`config.mk`:
```
export PLATFORM = sky130hd
export DESIGN_NAME = alu_share_ctrl
export DESIGN_NICKNAME = d
export VERILOG_FILES = /design/src/rtl/alu_share_ctrl.sv
export SDC_FILE = /design/constraint.sdc
export NUM_CORES = 1
export LEC_CHECK = 0
export CAP_MARGIN = 10
export CORE_MARGIN = 2
export CORE_UTILIZATION = 30
export DETAILED_ROUTE_END_ITERATION = 7
export GPL_ROUTABILITY_DRIVEN = 0
export GPL_TIMING_DRIVEN = 0
export SYNTH_ARGS = -nofsm -noshare
export SYNTH_HDL_FRONTEND = slang
export SYNTH_SLANG_ARGS = --single-unit
```
`constraint.sdc`:
```
create_clock -name i_clk -period 2 [get_ports i_clk]
set_input_delay 0.5 -clock i_clk [delete_from_list [all_inputs] [get_ports i_clk]]
set_output_delay 0.5 -clock i_clk [all_outputs]
set_load 0.03 [all_outputs]
```
`src/rtl/alu_share_ctrl.sv`:
```
// rtl/alu_share_ctrl.sv - round-robin sequencer sharing one 16-bit ALU between two requesters
module alu_share_ctrl #(
    parameter int MULDIV_LAT = 4
) (
    input  logic        i_clk,
    input  logic        i_reset,
    input  logic        i_req0_valid,
    input  logic        i_req1_valid,
    output logic        o_req0_ready,
    output logic        o_req1_ready,
    input  logic [15:0] i_req0_a,
    input  logic [15:0] i_req0_b,
    input  logic [15:0] i_req1_a,
    input  logic [15:0] i_req1_b,
    input  logic [2:0]  i_req0_ctrl,
    input  logic [2:0]  i_req1_ctrl,
    output logic        o_rsp0_valid,
    output logic        o_rsp1_valid,
    input  logic        i_rsp0_ready,
    input  logic        i_rsp1_ready,
    output logic [15:0] o_rsp_result,
    output logic [15:0] o_rsp_hi,
    output logic        o_rsp_err,
    output logic [15:0] o_alu_a,
    output logic [15:0] o_alu_b,
    output logic [2:0]  o_alu_ctrl,
    input  logic [15:0] i_alu_result,
    input  logic [15:0] i_alu_overflow,
    output logic        o_busy
);

    typedef enum logic [1:0] {
        S_IDLE = 2'd0,
        S_EXEC = 2'd1,
        S_DONE = 2'd2
    } state_t;

    localparam logic [2:0] OP_MUL = 3'b010;
    localparam logic [2:0] OP_DIV = 3'b011;
    localparam logic [3:0] LAT    = 4'(MULDIV_LAT);

    state_t      r_state;
    state_t      w_state_nxt;

    logic        r_last_grant;
    logic        r_owner;
    logic [3:0]  r_cnt;
    logic        r_dbz;
    logic [15:0] r_dbz_a;
    logic [15:0] r_alu_a;
    logic [15:0] r_alu_b;
    logic [2:0]  r_alu_ctrl;
    logic [15:0] r_rsp_result;
    logic [15:0] r_rsp_hi;
    logic        r_rsp_err;

    logic        w_gnt0;
    logic        w_gnt1;
    logic        w_accept;
    logic        w_capture;
    logic [15:0] w_sel_a;
    logic [15:0] w_sel_b;
    logic [2:0]  w_sel_ctrl;
    logic        w_sel_dbz;
    logic        w_sel_muldiv;
    logic [3:0]  w_sel_lat;
    logic        w_cur_muldiv;

    // On a tie the requester that did not win last time is granted.
    assign w_gnt0 = i_req0_valid & (~i_req1_valid | r_last_grant);
    assign w_gnt1 = i_req1_valid & (~i_req0_valid | ~r_last_grant);

    assign w_sel_a      = w_gnt1 ? i_req1_a    : i_req0_a;
    assign w_sel_b      = w_gnt1 ? i_req1_b    : i_req0_b;
    assign w_sel_ctrl   = w_gnt1 ? i_req1_ctrl : i_req0_ctrl;
    assign w_sel_dbz    = (w_sel_ctrl == OP_DIV) && (w_sel_b == 16'h0000);
    assign w_sel_muldiv = (w_sel_ctrl == OP_MUL) || (w_sel_ctrl == OP_DIV);
    assign w_sel_lat    = (w_sel_muldiv && !w_sel_dbz) ? LAT : 4'd1;
    assign w_cur_muldiv = (r_alu_ctrl == OP_MUL) || (r_alu_ctrl == OP_DIV);

    always_ff @(posedge i_clk) begin
        if (i_reset) begin
            r_state <= S_IDLE;
        end else begin
            r_state <= w_state_nxt;
        end
    end

    always_comb begin
        w_state_nxt  = r_state;
        o_req0_ready = 1'b0;
        o_req1_ready = 1'b0;
        o_rsp0_valid = 1'b0;
        o_rsp1_valid = 1'b0;
        w_accept     = 1'b0;
        w_capture    = 1'b0;
        case (r_state)
            S_IDLE: begin
                o_req0_ready = w_gnt0;
                o_req1_ready = w_gnt1;
                w_accept     = w_gnt0 | w_gnt1;
                if (w_accept) begin
                    w_state_nxt = S_EXEC;
                end
            end
            S_EXEC: begin
                if (r_cnt == 4'd1) begin
                    w_capture   = 1'b1;
                    w_state_nxt = S_DONE;
                end
            end
            S_DONE: begin
                o_rsp0_valid = ~r_owner;
                o_rsp1_valid = r_owner;
                if (r_owner ? i_rsp1_ready : i_rsp0_ready) begin
                    w_state_nxt = S_IDLE;
                end
            end
            default: begin
                w_state_nxt = S_IDLE;
            end
        endcase
    end

    always_ff @(posedge i_clk) begin
        if (i_reset) begin
            r_last_grant <= 1'b1;
            r_owner      <= 1'b0;
            r_cnt        <= 4'd0;
            r_dbz        <= 1'b0;
            r_dbz_a      <= 16'h0000;
            r_alu_a      <= 16'h0000;
            r_alu_b      <= 16'h0000;
            r_alu_ctrl   <= 3'b000;
            r_rsp_result <= 16'h0000;
            r_rsp_hi     <= 16'h0000;
            r_rsp_err    <= 1'b0;
        end else begin
            if (w_accept) begin
                r_owner      <= w_gnt1;
                r_last_grant <= w_gnt1;
                r_cnt        <= w_sel_lat;
                r_dbz        <= w_sel_dbz;
                r_dbz_a      <= w_sel_a;
                // A zero divisor never reaches the ALU; the previous operands stay put.
                if (!w_sel_dbz) begin
                    r_alu_a    <= w_sel_a;
                    r_alu_b    <= w_sel_b;
                    r_alu_ctrl <= w_sel_ctrl;
                end
            end else if ((r_state == S_EXEC) && (r_cnt != 4'd1)) begin
                r_cnt <= r_cnt - 4'd1;
            end

            if (w_capture) begin
                if (r_dbz) begin
                    r_rsp_result <= 16'hFFFF;
                    r_rsp_hi     <= r_dbz_a;
                    r_rsp_err    <= 1'b1;
                end else begin
                    r_rsp_result <= i_alu_result;
                    r_rsp_hi     <= w_cur_muldiv ? i_alu_overflow : 16'h0000;
                    r_rsp_err    <= 1'b0;
                end
            end
        end
    end

    assign o_alu_a      = r_alu_a;
    assign o_alu_b      = r_alu_b;
    assign o_alu_ctrl   = r_alu_ctrl;
    assign o_rsp_result = r_rsp_result;
    assign o_rsp_hi     = r_rsp_hi;
    assign o_rsp_err    = r_rsp_err;
    assign o_busy       = (r_state != S_IDLE);

endmodule

```
### Close-up of the layout

The bar under the picture is 10 um long. Region (52, 26) to (77, 51) um. Cells in grey, sequential cells in the stronger grey; small squares are vias.
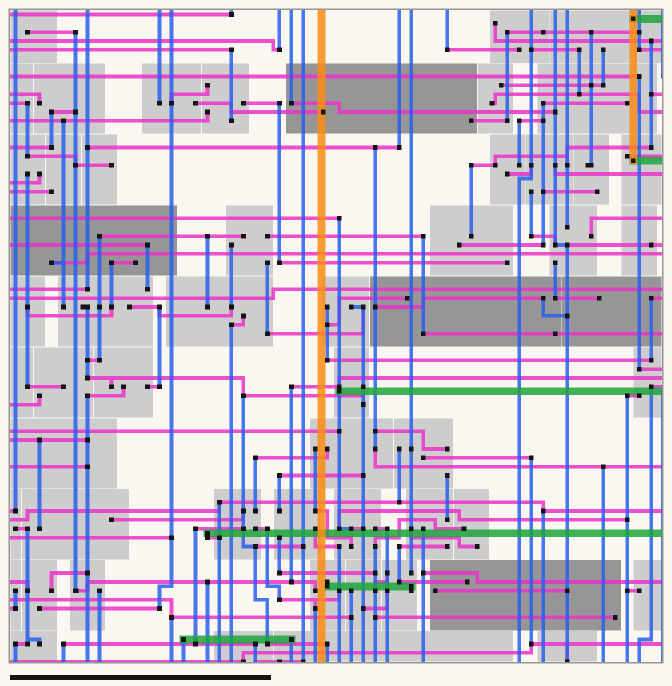
Blue is met2. Orange is met4. Magenta is met1. Green is met3.
44 logic cells have their middle in the window. Most frequent: nand2_1 (6). Netlist names of flops here include r_cnt (2). Sequential cells in the window: 5.

### Selected gate families

The bar under the picture is 50 um long.
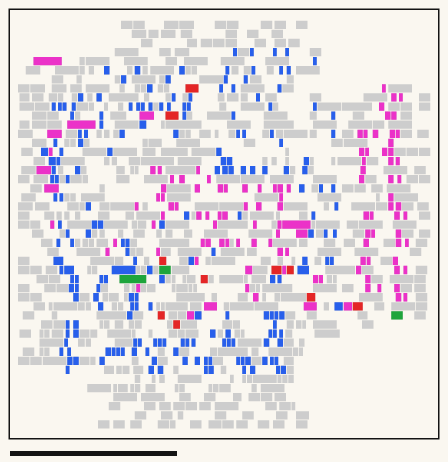
Blue is NAND gates, cells 197. Green is multiplexers, cells 3. Magenta is NOR gates, cells 116. Red is AND and OR gates, cells 10.
multi-input gate share of total cell area: 35.6%
non-filler cells in the finished layout: 1044
highest-count logic cell in the final layout: sky130_fd_sc_hd__clkdlybuf4s50_1

### Placement view

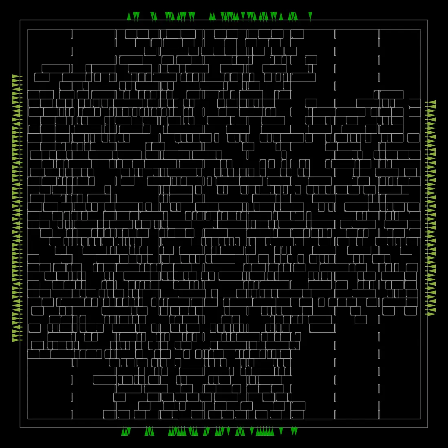
standard-cell row count: 45
well-tap cell count: 188
sequential cell count of the final layout: 93

### Routed metal per tile

The die is cut into 26 by 26 equal tiles; black is low, pale yellow is high, scaled to the fullest tile. Values are wire area over tile area, all layers added.
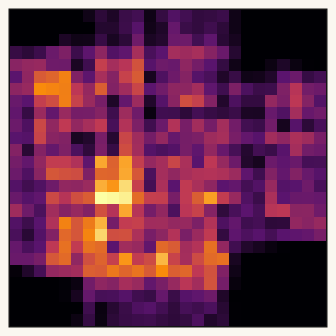
16% of the tiles are over half the peak. The mean over all tiles is 0.18. The emptiest ninth of the die: bottom right. The densest ninth of the die: middle. The fullest tile reaches 0.65. 18% of the tiles are nearly empty.

==> results.txt <==
Results of an implementation run.

The design draws 5.90 mW. The busiest layer in global routing is met2. After layout, the worst path uses 98.7% of the clock period. Yosys reported a register bit count of 93. The clock network consumes a total of 1.74 mW. The part of the power in registers is 37.9%. Setup repair after global routing could not meet its margin everywhere. The buffer_ports step reported a buffer count of 180. Detailed placement finished with a half-perimeter wire length of 13200 um.

The type of the worst min-delay path is flop to flop. The switching portion of total power is 34.3%. Using the TritonRoute via totals, the vias-per-cell ratio works out to 5.21. In this run the worst path has a maximum fanout of 5. Counting pins that exceed their max-slew limit in the final report gives 0. The violation tally from detailed-route iteration zero is 259.

The starting density of the core is 30.6%. The path depth of the worst reg2reg path is 7. The number of clock sinks came to 93. Averaged over all synthesized cells, the footprint is 7.11 sq um. In this run the power density over the cells is 807 nW/um^2.

The slack of the worst reg-to-reg path is 0.05 ns. The global-route usage over all layers is 21.0%. The cell sitting at the root of the clock tree is a sky130_fd_sc_hd__clkbuf_16. The final setup skew is 0.00700 ns. The finished cells cover 7310 sq um. The stage logs contain a warning count of 28. The maximum clock frequency is 507 MHz. Prior to clock tree synthesis, the placed netlist has a worst setup slack of -1.35 ns. After detailed routing, the number of remaining DRC violations is 0. The flow ran to the end, and the final reports show no timing, DRC or antenna violations. Yosys printed 0 warnings. The fraction of layout instances using a drive strength above 1 is 10.6%. The delay of the slowest cell on the worst path is 0.47 ns. The portion of total power attributed to the clock network is 29.5%. The hold buffer count at cts is 0. Summing over every cut layer, the via total after detailed routing is 5443. At floorplan, the net count of the design was reported as 761. The share of the synthesized area in the top cell type is 40.2%. The total inserted antenna cells is 0.

Looking at the reg2reg group, the worst path ends at o_alu_a[5]. The global route stage reports its total congestion overflow as 0. The mapped netlist covers 4630 sq um.

The kind of start point of the critical path is an input pin. The area share of xor/xnor cells in the synthesized design is 0.568%. Multiplexer cells account for 0.649% of the synthesized area. The arrival time of data at the worst endpoint is listed as 2.26 ns. The buffer depth of the longest clock path is 2.
[cell type report]
| cell class | instances | area (sq um) |
|---|---|---|
| clock inverter | 4 | 48.8 |
| tap | 188 | 235 |
| fill | 1516 | 7840 |
| multi-input combinational | 481 | 2600 |
| clock buffer | 11 | 243 |
| timing repair buffer | 193 | 1950 |
| inverter | 19 | 71.3 |
| sequential | 93 | 1870 |
| buffer | 55 | 287 |
[layer usage]
layer,wire [um],up-vias
met2,8190,227
met1,8010,2511
met5,0,-
met3,1460,22
met4,298,0
li1,-,2683
[flip-flops by register name, indices dropped and copies added (netlist names), 2 cells and up]
name / count
o_alu_a: 16
o_rsp_hi: 16
r_dbz_a: 16
r_state: 2
r_cnt: 4
o_rsp_result: 16
o_alu_b: 16
o_alu_ctrl: 3
Power is estimated from default activity; no workload was simulated.
